Design rtc_time_ascii_tx_flat, sky130hd; sources not shown.
run_1/pinout.png
The bar under the picture is 20 um long. Pins as bars across the die edge, other pins in grey.
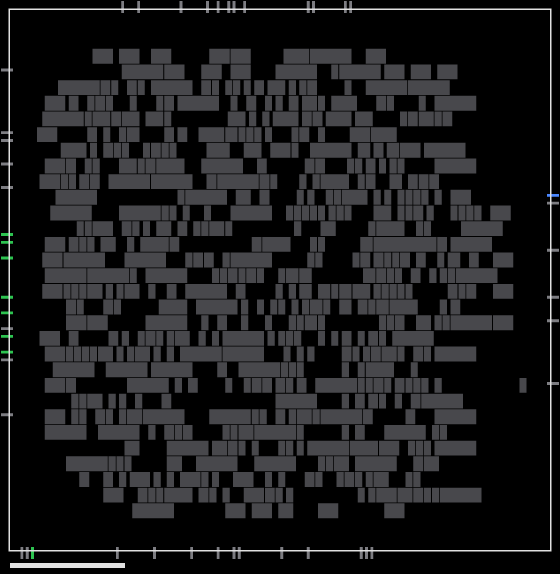
green -> io_bus_sec_bcd  # pins 8, direction input, edge 7 west, 1 south
blue -> rst  # pins 1, direction input, edge east
Buffers on Ports: 42
die height: 93.7 um
die extent in x: 93.7 um

run_1/closeup.png
The bar under the picture is 20 um long. Window x 22 to 72, y 41 to 91 um. Cells in grey, sequential cells in the stronger grey; small squares are vias.
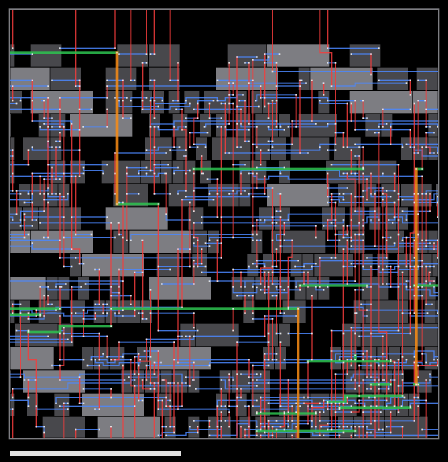
orange -> M4
blue -> M1
green -> M3
red -> M2
cells with their middle in the window = 221
most frequent = nand2_1 (48), nor2_1 (29), inv_1 (22)
sequential cells in the window = 19

run_1/m1.png
The bar under the picture is 20 um long.
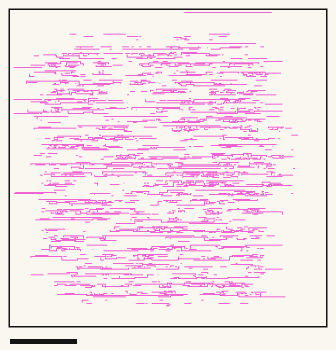
nets with wire on the layer = 548
longest straight run = 27.1 um
wire length on this layer = 3830 um
main direction = horizontal
vias: 3292
total routed wirelength: 7710 um
global-route track usage on met1: 27.1%

==> deck_impl_summary.md, run 1 <==
Run Summary

Drt
  – Iteration count of the initial detailed-routing pass: 4
  – DR WL met3: 379 um
  – WL/cell: 11.9 um
  – Via-to-Cell Ratio: 5.08
  – Highest Signal Layer: met4
  – DR iter-0 viols: 210
  – Residual DRC count: 0
  – WL met2: 3440 um
  – Routed Antenna Nets: 0
  – M1 WL: 3830 um

Die
  – Ports: 47
  – FP Rows: 30
  – Chip Area: 8780 sq um
  – Fp util: 49.4%

Final layout
  – Share of cells above drive strength 1: 6.16%
  – Top Layout Cells: nor2_1 (137), dfxtp_1 (66), nand2_1 (62)
  – Storage cell area: 1320 sq um
  – N_diodes: 0
  – Post-Layout Cell Count: 648
  – Layout net count: 584
  – Finished Core Util: 58.3%
  – Area Overhead vs Synth: 17.9%
  – Final instance area: 4070 sq um
  – Gate Area: 1770 sq um

Power and ir drop
  – Sw frac: 45.5%
  – Sw power: 0.958 mW
  – Flop+latch power: 0.713 mW
  – Leakage: 1.73 nW
  – P_int: 1.15 mW
  – Highest-power group: combinational cells
  – Share of total power in the clock network: 17.8%
  – Comb. pwr: 1.02 mW
  – Peak VDD IR: 0.214 mV
  – Combinational share of power: 48.3%

Clock tree
  – Resized cells post-CTS: 0
  – Worst-Skew Late Latency: 330 ps
  – Cts bufs inserted: 9
  – CTS tree: yes
  – Sink Count: 66
  – Post-CTS setup buffer count: 0
  – Htree depth: 3

Logic synthesis
  – Post-synth area from yosys stat: 3450 sq um
  – Count leader, synth: nor2_1
  – Dominant Register Cell: dfxtp_1
  – Top cells by area, synth: dfxtp_1 (38%), nor2_1 (15%), nand2_1 (6.7%), inv_1 (6.1%), o21ai_0 (5.9%)
  – Avg Inst Size Synth: 6.69 sq um
  – Syn nets: 550
  – Post-synthesis cell area: 3450 sq um
  – Asr flop ratio synth: 0%
  – Register area share after synthesis: 38.3%
  – Top cell area share: 38.3%
  – Post-synth regs: 66
  – Post-synth EDFFs: 0
  – Distinct lib cells used: 35
  – Cell count after synthesis: 516
  – List of most frequent post-synthesis cells: nor2_1 (137), dfxtp_1 (66), nand2_1 (62)

Timing
  – Clock period minus final worst setup slack: 3640 ps
  – Max Slew Vio Count: 0
  – Worst-Margin Slew: 526 ps
  – Worst Hold Slack: 258 ps
  – Setup TNS: 0 ps
  – Fmax: 275 MHz
  – Max-Slew Margin vs Limit: 64.8%
  – Worst Setup Slack, final: 2060 ps
  – RSZ-0062 raised after global routing: false
  – Final period util: 63.8%

Job
  – Log Warnings: 32

Hold path
  – Worst Hold Class: flip-flop to flip-flop
  – Hold depth: 2

Global route
  – Initial antenna violation count: 0
  – GRT overflow: 0
  – Overall global routing resource usage: 19.7%
  – GR peak layer: met2
  – GR Util met2: 28.9%
  – Largest net degree at the start of global routing: 43
  – M3 GR Usage: 3.69%

Worst setup path
  – WS Path Type: flip-flop to output pin
  – CP endpoint kind: output pin
  – CP required: 4070 ps
  – Worst Reg2Reg Path Length in Cells: 10
  – CP Launch Type: flip-flop
  – Crit Path Max Fanout: 5

Placed design
  – Placed inst area: 3890 sq um
  – DPL Wire Length: 5440 um
  – Worst slack, placed: 2030 ps
  – Placed Cells: 635

Status
  – Run status: finished clean
run 1: critical path, cell delays in order (launching register included):
cell and delay [ps]:
dfxtp_1 410, inv_1 100, ha_1 270, nand2_1 90, clkdlybuf4s50_1 800
run 1: area by class of cell:
cell class	count	area share [%]
clock inverter	3	1.04
sequential	66	32.5
inverter	65	6.02
tap	96	2.95
clock buffer	10	3.38
timing repair buffer	44	10.7
multi-input combinational	364	43.5
run 1: cell families (layout without fill, tap and decap cells):
logic type	Yosys count	count (layout)	synth area share [%]
xor gates and xnor gates	4	4	1.02
AOI/OAI and AO/OA	114	114	19.0
adders and majority gates	6	6	2.17
buffers and inverters	86	122	10.6
DFF	66	66	38.3
other	1	1	0.109
and+or+nand+nor	239	239	28.9
==> inputs of run 2 (changes only) <==
--- a/config.mk
+++ b/config.mk
@@ -12,7 +12,7 @@
 export DETAILED_ROUTE_END_ITERATION = 12
 export GPL_ROUTABILITY_DRIVEN = 1
 export MAX_ROUTING_LAYER = met4
-export PLACE_DENSITY = 0.73
+export PLACE_DENSITY = 0.76
 export SLEW_MARGIN = 10
 export SYNTH_ARGS = -nofsm -noshare
 export SYNTH_HDL_FRONTEND = slang
==> constraint.sdc (replaced) <==
create_clock -name clk -period 3 [get_ports clk]
set_clock_uncertainty 0.2 [all_clocks]
set_input_delay 0.75 -clock clk [delete_from_list [all_inputs] [get_ports clk]]
set_output_delay 0.75 -clock clk [all_outputs]
set_load 0.05 [all_outputs]
run_2/pinout.png
The bar under the picture is 20 um long. Pins as bars across the die edge, other pins in grey.
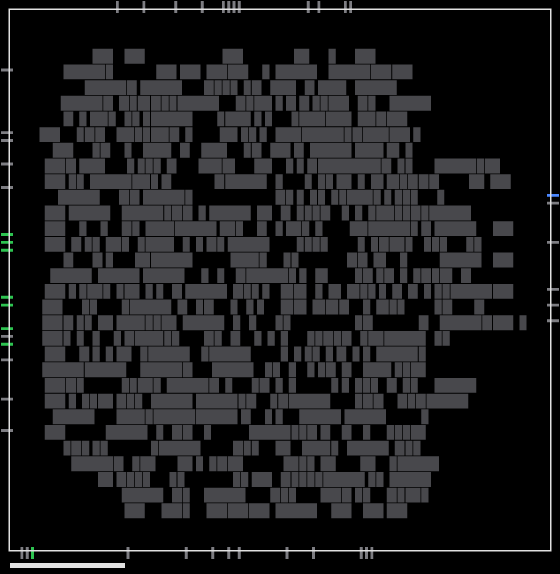
blue -> rst  # pins 1, direction input, edge east
green -> io_bus_sec_bcd  # pins 8, direction input, edge 7 west, 1 south
all pins by edge = 16 west, 13 south, 12 north, 6 east

run_2/ff_map.png
The bar under the picture is 20 um long.
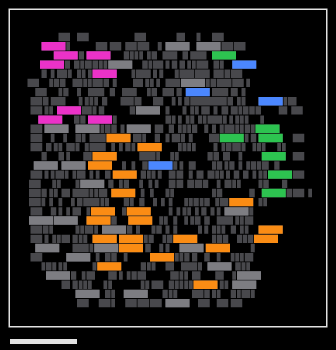
green -> u_core.io_bus.tx_data  # flops 7, where east
orange -> u_core.r_act  # flops 21
magenta -> u_core.o_overrun_cnt  # flops 8, where north-west
blue -> u_core.r_idx  # flops 4
flop share of the area: 32.1%
Storage cell area: 1320 sq um
Finished Core Util: 58.9%
Flop+latch power: 1.36 mW

==> run 2 against run 1 <==
Compared with the run above: core utilization grew 0.61 points; total power increased by 95%; combinational power grew 93%; critical path depth is 3 lower; global-route usage is 0.11 points lower; synthesized cell count unchanged; first-iteration DRC count shrank 6.2%; sequential share of layout area down 0.34 points; synthesized area unchanged; design area increased by 1.0%; routed wire length rose by 3.9%; sequential power is 91% higher; largest cell class unchanged; largest power group unchanged.
==> deck_impl_summary.md, run 2 <==
Run Summary

Status
  – Run status: finished clean

Clock tree
  – Cts bufs inserted: 9
  – Post-CTS setup buffer count: 0
  – CTS tree: yes
  – Htree depth: 3
  – Resized cells post-CTS: 0
  – Sink Count: 66
  – Max Buffers Root-to-Sink: 2
  – CTS Hold Bufs: 0
  – Worst-Skew Late Latency: 360 ps

Global route
  – M3 GR Usage: 3.04%
  – Overall global routing resource usage: 19.6%
  – GR Util met2: 30.5%
  – Global-route track usage on met1: 25.4%
  – Largest net degree at the start of global routing: 56
  – GR peak layer: met2
  – Initial antenna violation count: 0

Logic synthesis
  – Asr flop ratio synth: 0%
  – Top cells by area, synth: dfxtp_1 (38%), nor2_1 (15%), nand2_1 (6.7%), inv_1 (6.1%), o21ai_0 (5.9%)
  – Syn nets: 550
  – Top cell area share: 38.3%
  – List of most frequent post-synthesis cells: nor2_1 (137), dfxtp_1 (66), nand2_1 (62)
  – Top logic family: simple AND/OR/NAND/NOR gates
  – Register area share after synthesis: 38.3%
  – Count leader, synth: nor2_1
  – Mux area share: 0%
  – Distinct lib cells used: 35
  – AND/OR/NAND/NOR Cells, Area Fraction: 28.9%
  – Complex Gates by Area: 19.0%
  – Adders+Majority by Area: 2.17%
  – Post-synth EDFFs: 0
  – Avg Inst Size Synth: 6.69 sq um
  – Post-synth regs: 66

Placed design
  – Buffers on Ports: 42
  – Placed inst area: 3910 sq um
  – Placed Cells: 637
  – DPL Wire Length: 5450 um
  – Worst slack, placed: 412 ps

Job
  – Log Warnings: 32

Timing
  – Worst Hold Slack: 261 ps
  – Clock period minus final worst setup slack: 2580 ps
  – Setup TNS: 0 ps
  – Final period util: 85.8%
  – RSZ-0062 raised after global routing: false
  – Max-Slew Margin vs Limit: 61.2%
  – Worst-Margin Slew: 578 ps
  – Fmax: 388 MHz

Power and ir drop
  – Peak VDD IR: 0.525 mV
  – Comb. pwr: 1.97 mW
  – Leakage: 1.76 nW
  – Sw frac: 45.7%
  – P_int: 2.23 mW
  – Sw power: 1.88 mW
  – Combinational share of power: 48.0%
  – Share of total power in the clock network: 19.0%

Final layout
  – Area Overhead vs Synth: 19.2%
  – Post-Layout Cell Count: 653
  – Layout net count: 586
  – N_diodes: 0
  – Top Layout Cells: nor2_1 (137), dfxtp_1 (66), nand2_1 (62)

Die
  – Fp util: 49.4%
  – Chip Area: 8780 sq um
  – FP Rows: 30

Drt
  – DR iter-0 viols: 197
  – Vias: 3360
  – WL/cell: 12.3 um
  – Routed Antenna Nets: 0

Worst setup path
  – Crit path max-delay family: buffers and inverters
  – Crit-path slowest cell: clkdlybuf4s50_1
  – Worst path buffer plus inverter count: 1
  – Worst Reg2Reg Path Length in Cells: 10
  – CP Launch Type: flip-flop
  – Crit Path Max Fanout: 5
  – Crit path largest cell delay: 840 ps

Hold path
  – Hold depth: 2
  – Worst Hold Class: flip-flop to flip-flop
[run 2: cell count changes in the layout (fill, tap and decap cells not counted)]
cell             delta
clkbuf_8            +1
dlymetal6s2s_1      +1
clkdlybuf4s50_1     -1
buf_4               +2
clkinvlp_4          +1
clkbuf_1            +1
[run 2: routing by layer]
layer,vias up,routed length (um)
li1,1746,-
met3,16,434
met1,1514,3850
met2,84,3610
met5,-,0
met4,0,121
[run 2: layout make-up]
class                           instances  area, sq um  area share (%)
Sequential cell                        66         1320            32.1
Timing Repair Buffer                   46          453            11.0
Multi-Input combinational cell        364         1770            43.0
Clock buffer                           12          155            3.77
Tap cell                               96          120            2.92
Inverter                               65          245            5.96
Clock inverter                          4         50.0            1.22
No activity file was given, so power comes from the tool's default toggle rates.
